File: config.mk
export PLATFORM = sky130hd
export DESIGN_NAME = vga_display_ctrl_flat
export DESIGN_NICKNAME = d
export VERILOG_FILES = /design/src/rtl/vga_display_ctrl_pkg.sv /design/src/rtl/vga_display_ctrl_if.sv /design/src/rtl/vga_display_ctrl_axis_fsm.sv /design/src/rtl/vga_display_ctrl.sv /design/src/flat_wrapper.sv
export SDC_FILE = /design/constraint.sdc
export NUM_CORES = 1
export LEC_CHECK = 0
export CORE_MARGIN = 5
export CORE_UTILIZATION = 30
export DETAILED_ROUTE_END_ITERATION = 16
export PLACE_DENSITY = 0.64
export RECOVER_POWER = 50
export SKIP_CTS_REPAIR_TIMING = 1
export SLEW_MARGIN = 25
export SYNTH_ARGS = -nofsm -noshare
export SYNTH_HDL_FRONTEND = slang
export SYNTH_SLANG_ARGS = --single-unit
File: constraint.sdc
create_clock -name vga_clk -period 3 [get_ports vga_clk]
set_clock_uncertainty 0.2 [all_clocks]
set_input_delay 0.45 -clock vga_clk [delete_from_list [all_inputs] [get_ports vga_clk]]
set_output_delay 0.45 -clock vga_clk [all_outputs]
set_load 0.03 [all_outputs]
File: src/rtl/vga_display_ctrl_pkg.sv
// Shared types, default 640x480@60 timing and test-bar colours for the VGA display controller.
package vga_pkg;

    typedef struct packed {
        logic [3:0] r;
        logic [3:0] g;
        logic [3:0] b;
    } rgb444_t;

    typedef enum logic [1:0] {ACTIVE, FRONT, SYNC, BACK} axis_state_e;

    localparam int CNT_W        = 10;
    localparam int PIPE_DLY     = 2;
    localparam int H_ACTIVE_DEF = 640;
    localparam int H_FP_DEF     = 16;
    localparam int H_SYNC_DEF   = 96;
    localparam int H_BP_DEF     = 48;
    localparam int V_ACTIVE_DEF = 480;
    localparam int V_FP_DEF     = 10;
    localparam int V_SYNC_DEF   = 2;
    localparam int V_BP_DEF     = 33;
    localparam int BAR_PX       = 80;

    function automatic logic [2:0] bar_index(input logic [CNT_W-1:0] x);
        logic [CNT_W-1:0] q;
        q = x / CNT_W'(BAR_PX);
        return q[2:0];
    endfunction

    function automatic rgb444_t bar_colour(input logic [2:0] idx);
        rgb444_t c;
        case (idx)
            3'd0:    c = rgb444_t'(12'h000);
            3'd1:    c = rgb444_t'(12'hF00);
            3'd2:    c = rgb444_t'(12'h0F0);
            3'd3:    c = rgb444_t'(12'h00F);
            3'd4:    c = rgb444_t'(12'hFF0);
            3'd5:    c = rgb444_t'(12'h0FF);
            3'd6:    c = rgb444_t'(12'hF0F);
            default: c = rgb444_t'(12'hFFF);
        endcase
        return c;
    endfunction

endpackage

File: src/rtl/vga_display_ctrl_if.sv
// Sprite pixel interface between renderers and the display controller.
// VGA_TEST_PATTERN_EN adds the test_mode select.
interface vga_display_ctrl_if #(parameter int NUM_LAYERS = 4);
    import vga_pkg::*;

    rgb444_t [NUM_LAYERS-1:0] layer_rgb;
    logic    [NUM_LAYERS-1:0] layer_a;
    rgb444_t                  bg_rgb;
`ifdef VGA_TEST_PATTERN_EN
    logic                     test_mode;
`endif
    logic [CNT_W-1:0]         DrawX;
    logic [CNT_W-1:0]         DrawY;
    logic                     blank;
    logic                     hs;
    logic                     vs;
    logic [3:0]               vga_r;
    logic [3:0]               vga_g;
    logic [3:0]               vga_b;
    logic                     frame_start;

`ifdef VGA_TEST_PATTERN_EN
    modport master (input  layer_rgb, layer_a, bg_rgb, test_mode,
                    output DrawX, DrawY, blank, hs, vs, vga_r, vga_g, vga_b, frame_start);
    modport slave  (output layer_rgb, layer_a, bg_rgb, test_mode,
                    input  DrawX, DrawY, blank, hs, vs, vga_r, vga_g, vga_b, frame_start);
`else
    modport master (input  layer_rgb, layer_a, bg_rgb,
                    output DrawX, DrawY, blank, hs, vs, vga_r, vga_g, vga_b, frame_start);
    modport slave  (output layer_rgb, layer_a, bg_rgb,
                    input  DrawX, DrawY, blank, hs, vs, vga_r, vga_g, vga_b, frame_start);
`endif

endinterface

File: src/rtl/vga_display_ctrl_axis_fsm.sv
// One timing axis: wrapping counter plus ACTIVE/FRONT/SYNC/BACK phase, advanced when en_i is high.
module vga_axis_fsm import vga_pkg::*; #(
    parameter int ACTIVE_LEN = H_ACTIVE_DEF,
    parameter int FP_LEN     = H_FP_DEF,
    parameter int SYNC_LEN   = H_SYNC_DEF,
    parameter int BP_LEN     = H_BP_DEF
) (
    input  logic             clk_i,
    input  logic             rst_ni,
    input  logic             en_i,
    output logic [CNT_W-1:0] cnt_o,
    output axis_state_e      state_o,
    output logic             wrap_o
);

    localparam logic [CNT_W-1:0] FRONT_AT = CNT_W'(ACTIVE_LEN);
    localparam logic [CNT_W-1:0] SYNC_AT  = CNT_W'(ACTIVE_LEN + FP_LEN);
    localparam logic [CNT_W-1:0] BACK_AT  = CNT_W'(ACTIVE_LEN + FP_LEN + SYNC_LEN);
    localparam logic [CNT_W-1:0] LAST     = CNT_W'(ACTIVE_LEN + FP_LEN + SYNC_LEN + BP_LEN - 1);

    logic [CNT_W-1:0] cnt_q, cnt_d;
    axis_state_e      state_q;

    assign wrap_o = en_i && (cnt_q == LAST);
    assign cnt_d  = (cnt_q == LAST) ? '0 : cnt_q + 1'b1;

    // Phase follows the value the counter is about to take, so state and count stay aligned.
    always_ff @(posedge clk_i or negedge rst_ni) begin
        if (!rst_ni) begin
            cnt_q   <= '0;
            state_q <= ACTIVE;
        end else if (en_i) begin
            cnt_q <= cnt_d;
            case (state_q)
                ACTIVE:  if (cnt_d == FRONT_AT) state_q <= FRONT;
                FRONT:   if (cnt_d == SYNC_AT)  state_q <= SYNC;
                SYNC:    if (cnt_d == BACK_AT)  state_q <= BACK;
                BACK:    if (cnt_d == '0)       state_q <= ACTIVE;
                default: state_q <= ACTIVE;
            endcase
        end
    end

    assign cnt_o   = cnt_q;
    assign state_o = state_q;

endmodule

File: src/rtl/vga_display_ctrl.sv
// 640x480 VGA timing generator and fixed-priority sprite compositor with sync/pixel alignment.
// VGA_TEST_PATTERN_EN enables the eight-bar test pattern selected by test_mode.
module vga_display_ctrl import vga_pkg::*; #(
    parameter int NUM_LAYERS = 4,
    parameter int H_ACTIVE   = H_ACTIVE_DEF,
    parameter int H_FP       = H_FP_DEF,
    parameter int H_SYNC     = H_SYNC_DEF,
    parameter int H_BP       = H_BP_DEF,
    parameter int V_ACTIVE   = V_ACTIVE_DEF,
    parameter int V_FP       = V_FP_DEF,
    parameter int V_SYNC     = V_SYNC_DEF,
    parameter int V_BP       = V_BP_DEF
) (
    input  logic               vga_clk,
    input  logic               reset_n,
    vga_display_ctrl_if.master bus
);

    logic             run_q;
    logic             fs_q;
    logic [CNT_W-1:0] h_cnt, v_cnt;
    axis_state_e      h_state, v_state;
    logic             h_wrap, v_wrap;
    logic             blank;
    logic [PIPE_DLY-1:0] vis_q, hs_q, vs_q;
    rgb444_t          pix_q, pix_d;

    function automatic rgb444_t composite(input rgb444_t [NUM_LAYERS-1:0] rgb,
                                          input logic    [NUM_LAYERS-1:0] a,
                                          input rgb444_t                  bg);
        rgb444_t px;
        px = bg;
        for (int i = NUM_LAYERS - 1; i >= 0; i--) begin
            if (a[i]) px = rgb[i];
        end
        return px;
    endfunction

    vga_axis_fsm #(.ACTIVE_LEN(H_ACTIVE), .FP_LEN(H_FP), .SYNC_LEN(H_SYNC), .BP_LEN(H_BP)) u_h_axis (
        .clk_i(vga_clk), .rst_ni(reset_n), .en_i(run_q),
        .cnt_o(h_cnt), .state_o(h_state), .wrap_o(h_wrap)
    );

    vga_axis_fsm #(.ACTIVE_LEN(V_ACTIVE), .FP_LEN(V_FP), .SYNC_LEN(V_SYNC), .BP_LEN(V_BP)) u_v_axis (
        .clk_i(vga_clk), .rst_ni(reset_n), .en_i(h_wrap),
        .cnt_o(v_cnt), .state_o(v_state), .wrap_o(v_wrap)
    );

    assign blank = run_q && (h_state == ACTIVE) && (v_state == ACTIVE);

    // run_q holds the counters for one cycle after reset so (0,0) is presented with frame_start.
    always_ff @(posedge vga_clk or negedge reset_n) begin
        if (!reset_n) begin
            run_q <= 1'b0;
            fs_q  <= 1'b0;
            vis_q <= '0;
            hs_q  <= '1;
            vs_q  <= '1;
            pix_q <= '0;
        end else begin
            run_q <= 1'b1;
            fs_q  <= !run_q || v_wrap;
            vis_q <= {vis_q[PIPE_DLY-2:0], blank};
            hs_q  <= {hs_q[PIPE_DLY-2:0], h_state != SYNC};
            vs_q  <= {vs_q[PIPE_DLY-2:0], v_state != SYNC};
            pix_q <= pix_d;
        end
    end

`ifdef VGA_TEST_PATTERN_EN
    logic [CNT_W-1:0] x_q;

    // Matches the one-cycle renderer latency so bars line up with layer pixels.
    always_ff @(posedge vga_clk) begin
        x_q <= h_cnt;
    end
`endif

    always_comb begin
        pix_d = composite(bus.layer_rgb, bus.layer_a, bus.bg_rgb);
`ifdef VGA_TEST_PATTERN_EN
        if (bus.test_mode) pix_d = bar_colour(bar_index(x_q));
`endif
        if (!vis_q[PIPE_DLY-2]) pix_d = '0;
    end

    assign bus.DrawX       = h_cnt;
    assign bus.DrawY       = v_cnt;
    assign bus.blank       = blank;
    assign bus.frame_start = fs_q;
    assign bus.hs          = hs_q[PIPE_DLY-1];
    assign bus.vs          = vs_q[PIPE_DLY-1];
    assign bus.vga_r       = pix_q.r;
    assign bus.vga_g       = pix_q.g;
    assign bus.vga_b       = pix_q.b;

endmodule

File: src/flat_wrapper.sv
// flat-port wrapper written by rule: the top's interface ports become plain ports
module vga_display_ctrl_flat import vga_pkg::*;
#(
    parameter int NUM_LAYERS = 4,
    parameter int H_ACTIVE   = H_ACTIVE_DEF,
    parameter int H_FP       = H_FP_DEF,
    parameter int H_SYNC     = H_SYNC_DEF,
    parameter int H_BP       = H_BP_DEF,
    parameter int V_ACTIVE   = V_ACTIVE_DEF,
    parameter int V_FP       = V_FP_DEF,
    parameter int V_SYNC     = V_SYNC_DEF,
    parameter int V_BP       = V_BP_DEF
)
  (vga_clk, reset_n, bus_layer_rgb, bus_layer_a, bus_bg_rgb, bus_DrawX, bus_DrawY, bus_blank, bus_hs, bus_vs, bus_vga_r, bus_vga_g, bus_vga_b, bus_frame_start);
  vga_display_ctrl_if #(.NUM_LAYERS(NUM_LAYERS)) bus_i ();
  input  logic vga_clk;
  input  logic reset_n;
  input wire logic [$bits(bus_i.layer_rgb)-1:0] bus_layer_rgb;
  input wire logic [$bits(bus_i.layer_a)-1:0] bus_layer_a;
  input wire logic [$bits(bus_i.bg_rgb)-1:0] bus_bg_rgb;
  output wire logic [$bits(bus_i.DrawX)-1:0] bus_DrawX;
  output wire logic [$bits(bus_i.DrawY)-1:0] bus_DrawY;
  output wire logic [$bits(bus_i.blank)-1:0] bus_blank;
  output wire logic [$bits(bus_i.hs)-1:0] bus_hs;
  output wire logic [$bits(bus_i.vs)-1:0] bus_vs;
  output wire logic [$bits(bus_i.vga_r)-1:0] bus_vga_r;
  output wire logic [$bits(bus_i.vga_g)-1:0] bus_vga_g;
  output wire logic [$bits(bus_i.vga_b)-1:0] bus_vga_b;
  output wire logic [$bits(bus_i.frame_start)-1:0] bus_frame_start;
  assign bus_i.layer_rgb = bus_layer_rgb;
  assign bus_i.layer_a = bus_layer_a;
  assign bus_i.bg_rgb = bus_bg_rgb;
  assign bus_DrawX = bus_i.DrawX;
  assign bus_DrawY = bus_i.DrawY;
  assign bus_blank = bus_i.blank;
  assign bus_hs = bus_i.hs;
  assign bus_vs = bus_i.vs;
  assign bus_vga_r = bus_i.vga_r;
  assign bus_vga_g = bus_i.vga_g;
  assign bus_vga_b = bus_i.vga_b;
  assign bus_frame_start = bus_i.frame_start;
  vga_display_ctrl #(.NUM_LAYERS(NUM_LAYERS), .H_ACTIVE(H_ACTIVE), .H_FP(H_FP), .H_SYNC(H_SYNC), .H_BP(H_BP), .V_ACTIVE(V_ACTIVE), .V_FP(V_FP), .V_SYNC(V_SYNC), .V_BP(V_BP)) u_core (.vga_clk(vga_clk), .reset_n(reset_n), .bus(bus_i));
endmodule
**Run 1: track usage over the die**

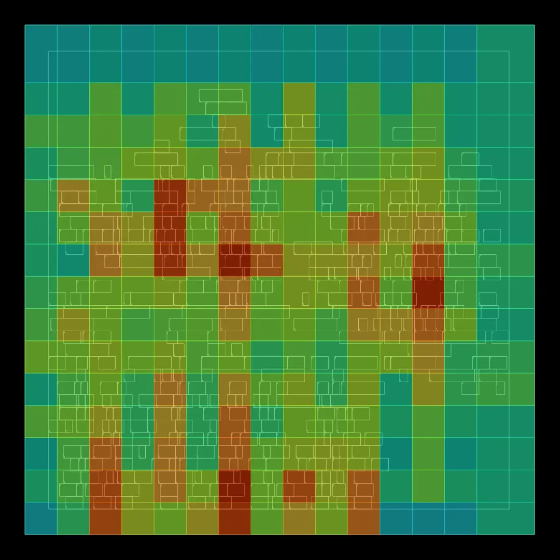
WL per Instance: 14.1 um
GR Util met3: 0.0308
met1 Usage GRT: 0.170

**Run 1: metal layers overlaid**

The bar under the picture is 20 um long. Only two layers are drawn.
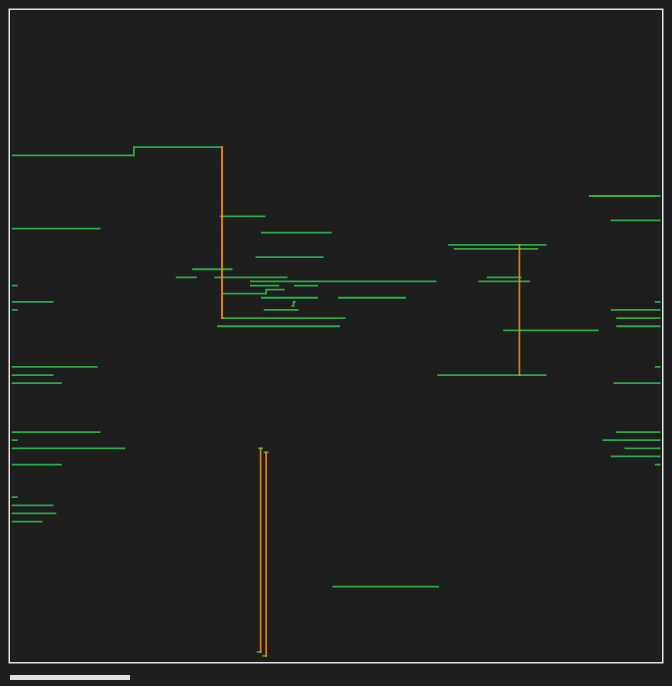
colour	layer	wire length
green	M3	495 um
orange	M4	118 um
via count: 2746
Total Wirelength: 7.96 mm

==> reports/metrics.yaml, run 1 <==
route:
  initialDrtViolationCount: 200
cells_and_area:
  diodes: 0
  mi_logic_area_um2: 1640
  seq_cells: 43
  fill_cells: 981
  clkCellAreaFrac: 0.0285
global_route:
  grt_pass1_wl_mm: 13.0
  top_usage_layer: "met2"
  grt_max_degree: 44
yosys:
  ys_seq_elements: 43
  ys_area_um2: 2940
  ys_top_logic_family: "simple AND/OR/NAND/NOR gates"
  ys_top_cells_by_count: "39 x dfrtp_1, 33 x nand2_1, 33 x nor2_1"
  top_area_frac: 0.332
  yosysMostFrequentCell: "dfrtp_1"
final_timing:
  fin_ws_ns: 0.183
  slew_headroom: 0.301
outcome:
  outcome: "completed"
power:
  ir_worst_vdd_mv: 0.409
  powerComb_uw: 543
  combPwrFrac: 0.320
worst_setup_path:
  worstSetupEndpoint: "u_core.u_h_axis.state_o[1]$_DFFE_PN0P_"
placed_design:
  portBuffers: 101
**Run 1: wiring heat map**

The die is cut into 22 by 22 equal tiles; white is low, dark blue is high, scaled to the fullest tile. Values are wire area over tile area, all layers added.
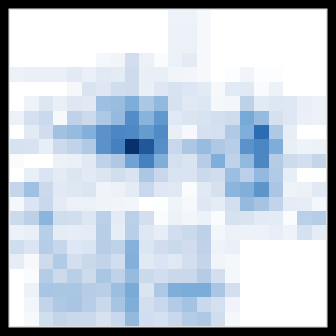
nearly empty tiles	28%
tiles over half the peak	4.1%
mean over tiles	0.11
fullest tile	0.66
GRT Resource Usage Total: 0.137

--- run 2 (diff from run 1) ---
Settings changed: CAP_MARGIN set to 20.
**Run 2: wiring heat map**

The die is cut into 22 by 22 equal tiles; white is low, dark blue is high, scaled to the fullest tile. Values are wire area over tile area, all layers added.
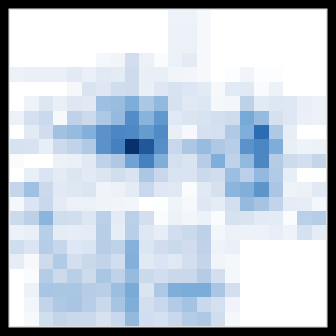
mean over tiles	0.11
nearly empty tiles	28%
fullest tile	0.66

**Run 2: metal layers overlaid**

The bar under the picture is 20 um long. Only two layers are drawn.
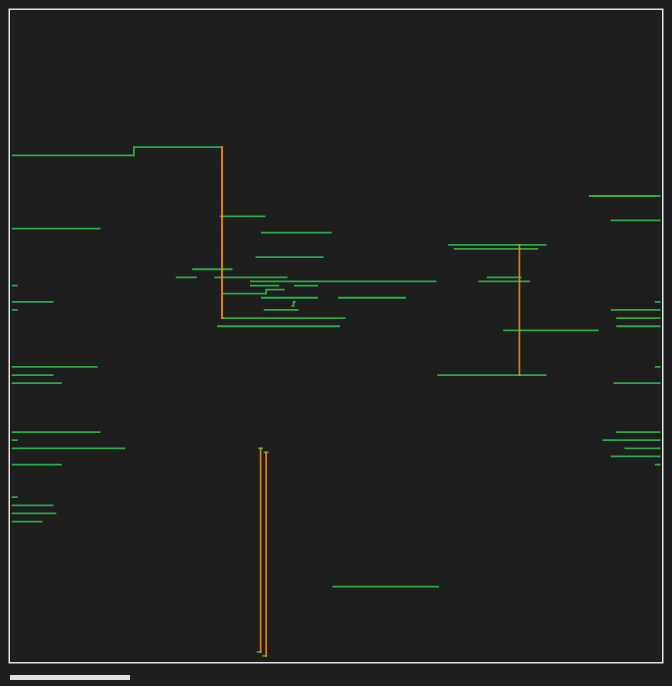
colour	layer	wire length
orange	M4	118 um
green	M3	495 um

==> run 2 against run 1 <==
Compared with the run above: worst hold slack is the same; non-clock buffer count is the same; first-iteration DRC count is the same; via count is the same; sequential share of layout area is the same; critical endpoint unchanged; largest cell class unchanged.
==> reports/metrics.yaml, run 2 <==
outcome:
  outcome: "completed"
final_timing:
  holdWs_ns: 0.161
  slew_headroom: 0.301
  final_max_slew_viol_count: 0
  worst_slew_pin_slew_ns: 1.05
  fin_ws_ns: 0.183
route:
  via_per_inst: 4.88
  met2_length_mm: 4.07
  route.vias.total: 2746
  wirelength_mm: 7.96
  initialDrtViolationCount: 200
  top_layer: "met4"
  wire_per_inst_um: 14.1
power:
  intPower_mw: 1.16
  ir_worst_vdd_mv: 0.409
  powerComb_uw: 543
  combPwrFrac: 0.320
  leakagePower_nw: 1.71
cells_and_area:
  diodes: 0
  final_cells: 563
  fill_cells: 981
  clkCellAreaFrac: 0.0285
  largestClassByArea: "combinational gates"
  nClkBuffers: 6
yosys:
  yosysWarnings: 0
  yosysMostFrequentCell: "dfrtp_1"
  ys_area_um2: 2940
  ys_top_logic_family: "simple AND/OR/NAND/NOR gates"
  ys_top_cells_by_count: "39 x dfrtp_1, 33 x nand2_1, 33 x nor2_1"
  ys_seq_elements: 43
global_route:
  grtUsageMet1: 0.170
  track_usage: 0.137
  groute.layer.met3.usage: 0.0308
  grt_pass1_wl_mm: 13.0
  top_usage_layer: "met2"
  grt_max_degree: 44
placed_design:
  portBuffers: 101
  placed_cell_area_um2: 3990
clock_tree:
  numCtsBuffers: 5
floorplan:
  tap_cells: 133
worst_hold_path:
  holdPathStages: 0
worst_setup_path:
  cp-startpoint: "u_core.u_h_axis.cnt_o[0]$_DFFE_PN0P_"
  worstSetupEndpoint: "u_core.u_h_axis.state_o[1]$_DFFE_PN0P_"
Power figures rest on the tool's default switching activity, not on a simulated workload.
